pins.png
Pins as bars across the die edge, other pins in grey.
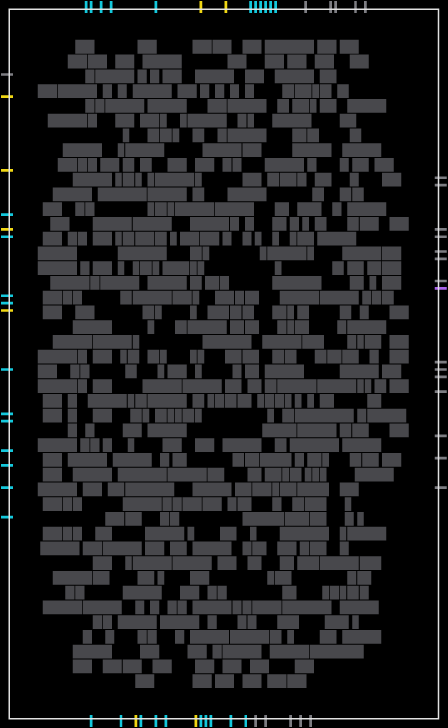
registers.png
Bar = 20 um.
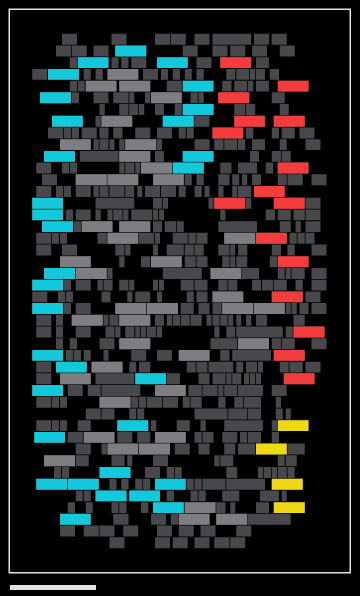
gate_families.png
Bar = 20 um.
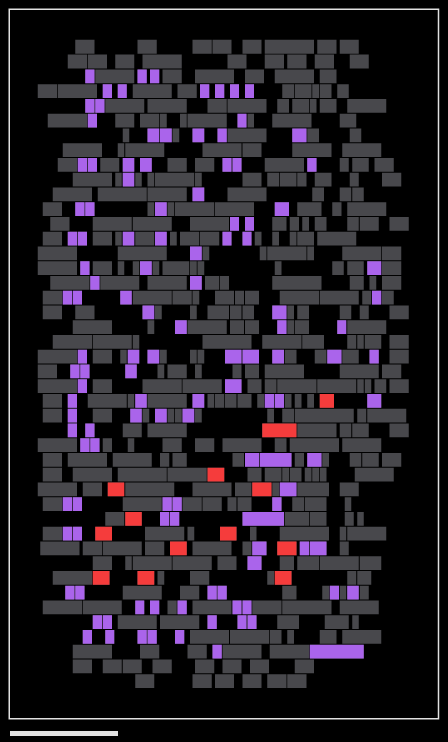
metal_stack.png
Two of the layers only.
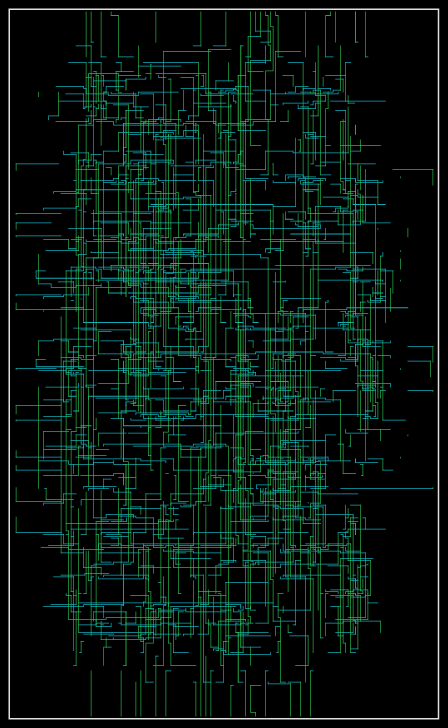
==> src/rtl/byte_pack_pkg.sv <==
// Shared types for the byte-to-word packer: assembly FSM states and lane geometry.
package byte_pack_pkg;
  localparam int LANES = 4;
  localparam int BYTE_W = 8;

  typedef enum logic [1:0] {
    S_IDLE = 2'd0,
    S_FILL = 2'd1,
    S_PEND = 2'd2
  } state_t;
endpackage

==> src/rtl/byte_pack_tmo.sv <==
// Idle counter for a partially filled word; pulses expire on the edge that should auto-flush.
module byte_pack_tmo #(
  parameter int TIMEOUT = 16
) (
  input  logic sclk,
  input  logic rst_n,
  input  logic en,
  input  logic clr,
  output logic expire
);
  localparam int TW = (TIMEOUT < 2) ? 1 : $clog2(TIMEOUT);

  generate
    if (TIMEOUT == 0) begin : g_off
      assign expire = 1'b0;
    end else begin : g_on
      logic [TW-1:0] cnt_q;
      logic          hit;

      assign hit    = (cnt_q == TW'(TIMEOUT - 1));
      assign expire = en && !clr && hit;

      // Holds at the terminal value; the word always leaves FILL when expire fires.
      always_ff @(posedge sclk) begin
        if (!rst_n || !en || clr) cnt_q <= '0;
        else if (!hit)            cnt_q <= cnt_q + TW'(1);
      end
    end
  endgenerate
endmodule

==> src/rtl/byte_pack32.sv <==
// Packs an 8-bit strobe stream little-endian into 32-bit words on a valid/ready port,
// with explicit/timeout flush of partial words and a sticky overflow for dropped bytes.
module byte_pack32
  import byte_pack_pkg::*;
#(
  parameter int TIMEOUT = 16,
  parameter int CNT_W   = 16
) (
  input  logic             sclk,
  input  logic             rst_n,
  input  logic             i_dv,
  input  logic [7:0]       i_data,
  input  logic             i_flush,
  output logic             o_valid,
  input  logic             o_ready,
  output logic [31:0]      o_word,
  output logic [2:0]       o_bcnt,
  output logic             o_ovf,
  output logic [CNT_W-1:0] o_word_cnt
);
  state_t      state_q, state_d;
  logic [2:0]  cnt_q, cnt_d;
  logic [31:0] asm_q, asm_d;
  logic [31:0] packed_w, load_word;
  logic [2:0]  nbytes, load_bcnt;
  logic        load, ovf_set, complete, slot_free, expire;

  byte_pack_tmo #(.TIMEOUT(TIMEOUT)) u_tmo (
    .sclk   (sclk),
    .rst_n  (rst_n),
    .en     (state_q == S_FILL),
    .clr    (i_dv),
    .expire (expire)
  );

  assign slot_free = !o_valid || o_ready;

  always_comb begin
    nbytes   = cnt_q + {2'b00, i_dv};
    packed_w = asm_q;
    for (int l = 0; l < LANES; l++)
      if (i_dv && cnt_q[1:0] == l[1:0]) packed_w[BYTE_W*l +: BYTE_W] = i_data;
    // Flush/timeout never produce an empty word; an i_dv byte is packed before flushing.
    complete  = (nbytes != 3'd0) && (nbytes == 3'd4 || i_flush || expire);

    state_d   = state_q;
    cnt_d     = cnt_q;
    asm_d     = asm_q;
    load      = 1'b0;
    load_word = asm_q;
    load_bcnt = cnt_q;
    ovf_set   = 1'b0;

    case (state_q)
      S_IDLE, S_FILL: begin
        if (complete) begin
          load_word = packed_w;
          load_bcnt = nbytes;
          if (slot_free) begin
            load    = 1'b1;
            state_d = S_IDLE;
            cnt_d   = 3'd0;
            asm_d   = '0;
          end else begin
            state_d = S_PEND;
            cnt_d   = nbytes;
            asm_d   = packed_w;
          end
        end else begin
          asm_d   = packed_w;
          cnt_d   = nbytes;
          state_d = (nbytes != 3'd0) ? S_FILL : S_IDLE;
        end
      end
      S_PEND: begin
        if (slot_free) begin
          load = 1'b1;
          if (i_dv) begin
            asm_d   = {24'h0, i_data};
            cnt_d   = 3'd1;
            state_d = S_FILL;
          end else begin
            asm_d   = '0;
            cnt_d   = 3'd0;
            state_d = S_IDLE;
          end
        end else if (i_dv) begin
          ovf_set = 1'b1;
        end
      end
      default: begin
        state_d = S_IDLE;
        cnt_d   = 3'd0;
        asm_d   = '0;
      end
    endcase
  end

  always_ff @(posedge sclk) begin
    if (!rst_n) begin
      state_q    <= S_IDLE;
      cnt_q      <= 3'd0;
      asm_q      <= '0;
      o_valid    <= 1'b0;
      o_word     <= '0;
      o_bcnt     <= 3'd0;
      o_ovf      <= 1'b0;
      o_word_cnt <= '0;
    end else begin
      state_q <= state_d;
      cnt_q   <= cnt_d;
      asm_q   <= asm_d;
      if (load) begin
        o_valid <= 1'b1;
        o_word  <= load_word;
        o_bcnt  <= load_bcnt;
      end else if (o_ready) begin
        o_valid <= 1'b0;
      end
      if (ovf_set)           o_ovf      <= 1'b1;
      if (o_valid && o_ready) o_word_cnt <= o_word_cnt + CNT_W'(1);
    end
  end
endmodule

==> config.mk <==
export PLATFORM = sky130hd
export DESIGN_NAME = byte_pack32
export DESIGN_NICKNAME = d
export VERILOG_FILES = /design/src/rtl/byte_pack_pkg.sv /design/src/rtl/byte_pack_tmo.sv /design/src/rtl/byte_pack32.sv
export SDC_FILE = /design/constraint.sdc
export NUM_CORES = 1
export LEC_CHECK = 0
export ABC_CLOCK_PERIOD_IN_PS = 2600
export CAP_MARGIN = 20
export CORE_ASPECT_RATIO = 1.75
export CORE_MARGIN = 5
export CORE_UTILIZATION = 48
export CTS_CLUSTER_SIZE = 10
export DETAILED_ROUTE_END_ITERATION = 7
export GPL_ROUTABILITY_DRIVEN = 1
export GPL_TIMING_DRIVEN = 0
export PLACE_DENSITY_LB_ADDON = 0.12
export SLEW_MARGIN = 20
export SYNTH_ARGS = -nofsm -noshare
export SYNTH_HDL_FRONTEND = slang
export SYNTH_SLANG_ARGS = --single-unit
==> constraint.sdc <==
create_clock -name sclk -period 2.6 [get_ports sclk]
set_input_delay 0.52 -clock sclk [delete_from_list [all_inputs] [get_ports sclk]]
set_output_delay 0.52 -clock sclk [all_outputs]
set_load 0.01 [all_outputs]
==> run notes <==
yosys + openroad results -> Crit. Startpoint i_dv, YS chip area 3990 sq um, layout cells sized above 1 9.38%, ys flop type dfxtp_1, met2 wire length 5590 um, worst r2r src cnt_q[0], later-pin clock latency in the skew report 0.34 ns, Mapped Cells 430, worst vdd ir 0.601 mV, Init Core Util 48.6%, DR pass1 iterations 5, Crit-path slowest cell clkdlybuf4s50_1, Critical R2R Capture o_word[31], largest net degree at the start of global routing 15, worst stage delay on the critical path 0.44 ns, Area leader share 47.2%, pin slew with the least headroom to its limit 0.522 ns, core area 8200 sq um, die area 10300 sq um, status finished, final reports clean, Reg clk slew, reported paths 0.06 ns, global route overflow 0, pwr/cell area 801 nW/um^2, HPWL after detailed placement 7530 um, R2R cell count 8, Clock Skew 0.00525 ns, initial DRC count 192, CTS tree built, post-route clock period utilization 96.5%, crit path DAT 2.77 ns, Synth async-reset ratio 0%, Seq cells post-synth 94, post-synth net total 447, global-route wire length before repair 17000 um, Leak 1.98 nW, Vias/cell 5.70, dpl ws -0.646 ns, crit-path cells clkdlybuf4s50_1 > ha_2 > ha_4 > nor2_2 > a211o_1 > and2_4 > or3_1 > buf_2 > o22ai_1, Unique cell types 47, synthesized cell area 3990 sq um, RSZ-0062 raised after global routing false, number of max-cap violations 0, flop2flop setup slack 0.24 ns, setup violators final 0, syn avg cell area 9.27 sq um, DR DRC count 0, cell row count 44, critical path capture point type flip-flop, worst-path fanout max 8, met3 wire len 335 um, worst setup path end asm_q[19], Yosys Warn Count 0, Antenna diodes 0, EDFF count, synth 0, vias in the first global route 3429, GPL Wtd Cong 0.870, final hold vios 0, Clock Sinks 94, fin nets 524, Post-synth seq share 47.2%, IO Count 66
About pins.png:
Key: yellow = `i_data` [pins 8, direction input, edge 4 left, 2 top, 2 bottom]; purple = `o_ready` [pins 1, direction input, edge right]; cyan = `o_word` [pins 32, direction output, edge 11 left, 11 top, 10 bottom]
All pins by edge: 18 top, 17 bottom, 16 left, 15 right.
die y size: 131 um
# port buffers: 65
chip width: 78.9 um

About registers.png:
Key: red = `o_word_cnt` [placed flops 16]; yellow = `u_tmo.g_on.cnt_q` [placed flops 4, where lower right]; cyan = `o_word` [placed flops 32]
Another 42 sequential cells are not coloured.
Sequential Area: 1880 sq um
final core occ: 62.4%
Seq power: 1.72 mW
flop share of the area: 36.7%

About gate_families.png:
Key: purple = inverting AOI/OAI gates [cells 122]; red = AND-OR and OR-AND gates [cells 13, where bottom centre]
most numerous logic cell after layout: dfxtp_1
Finished Layout Cells: 604
Comb/total area: 39.6%

About metal_stack.png:
Key: cyan = met1 [wire length 4200 um]; green = met2 [wire length 5590 um]
Vias: 3444
Routed WL: 10500 um
GRT Total Usage: 21.4%

Yosys cell counts (6+ instances only):
cell type and n:
o22ai_1 24, o21ai_0 40, buf_2 10, mux2i_1 32, nand2_1 48, xnor2_1 9, nand3_1 11, dfxtp_1 94
nand3b_1 6, or3_1 6, clkbuf_1 12, a21oi_1 41, nor2_1 9, a22o_1 9, and2_1 12, a21boi_0 6
sequential cells by signal, summed over array words and instances, names as in the netlist:
name              count
o_ovf                 1
o_word_cnt           16
o_valid               1
cnt_q                 3
o_bcnt                3
o_word               32
u_tmo.g_on.cnt_q      4
asm_q                32
state_q               2
stage by stage:
stage          utilization [%]  area, sq um  instances  setup TNS [ns]  total power [mW]
3_5_place_dp              57.9         4750        587          -30.51              2.79
3_3_place_gp              57.9         4750        587          -29.80              2.78
5_1_grt                   62.4         5120        604               0              4.30
4_1_cts                   61.9         5080        603               0              4.09
6_report                  62.4         5120        604               0              4.10
2_1_floorplan                -         3990        430               0              2.30
how the worst min path moves through the flow:
stage,slack [ns],to,cells after the start,from
3_3_place_gp,0.45,o_ovf,1,o_ovf
5_1_grt,0.49,asm_q[3],1,asm_q[3]
6_report,0.47,asm_q[25],2,asm_q[25]
4_1_cts,0.48,asm_q[8],2,asm_q[8]
3_5_place_dp,0.46,asm_q[0],1,asm_q[0]
2_1_floorplan,0.44,asm_q[0],1,asm_q[0]
metal layers:
| layer | track usage [%] | up-vias |
|---|---|---|
| li1 | - | 1710 |
| met1 | 23.9 | 1625 |
| met2 | 38.7 | 84 |
| met3 | 3.91 | 25 |
| met4 | 10.8 | 0 |
| met5 | 0 | - |
final cells by class:
class,instances,area [sq um]
plain buffers,26,138
clock buffers,13,240
clock inverters,3,45.0
fillers,709,3080
inverters,4,15.0
multi-input cells,306,2030
flip-flops and latches,94,1880
well taps,92,115
repair buffers,66,658
layout by cell type (no fill, tap or decap), types with 9 or more instances in the layout:
| master | n |
|---|---|
| clkbuf_1 | 16 |
| mux2i_1 | 31 |
| o22ai_1 | 24 |
| dfxtp_1 | 94 |
| and2_1 | 12 |
| o21ai_0 | 40 |
| nand3_1 | 11 |
| clkdlybuf4s50_1 | 65 |
| clkbuf_16 | 9 |
| a21oi_1 | 38 |
| nand2_1 | 48 |
worst reg2reg max path: stages, from the launching register on:
cell	delay, ns
dfxtp_1	0.47
ha_2	0.27
ha_4	0.22
nor2_2	0.20
nand2_1	0.21
nand3b_1	0.14
buf_2	0.27
mux2i_2	0.34
a21oi_1	0.11
power breakdown:
part	leakage (nW)	internal (mW)	switching [mW]
Combinational	1.09	0.512	0.585
Clock	0.130	0.747	0.536
Sequential	0.765	1.62	0.102
Total	1.98	2.88	1.22
cells by family (layout without fill, tap and decap cells):
family	after synthesis	in the layout	share of synthesized area, %
compound gates	135	135	20.6
xor+xnor	13	13	2.86
mux	34	34	8.60
simple gates	120	120	15.9
fa+ha+maj	4	4	1.26
buf+inv	30	112	3.64
flops	94	94	47.2
timing repair:
| item | in CTS | in global routing |
|---|---|---|
| endpoints found under the setup margin | 51 | 46 |
| resized | 9 | 6 |
| buffers inserted | 0 | 1 |
| pin swaps | 0 | 1 |
| hold buffers | 0 | 0 |
Power is estimated from default activity; no workload was simulated.
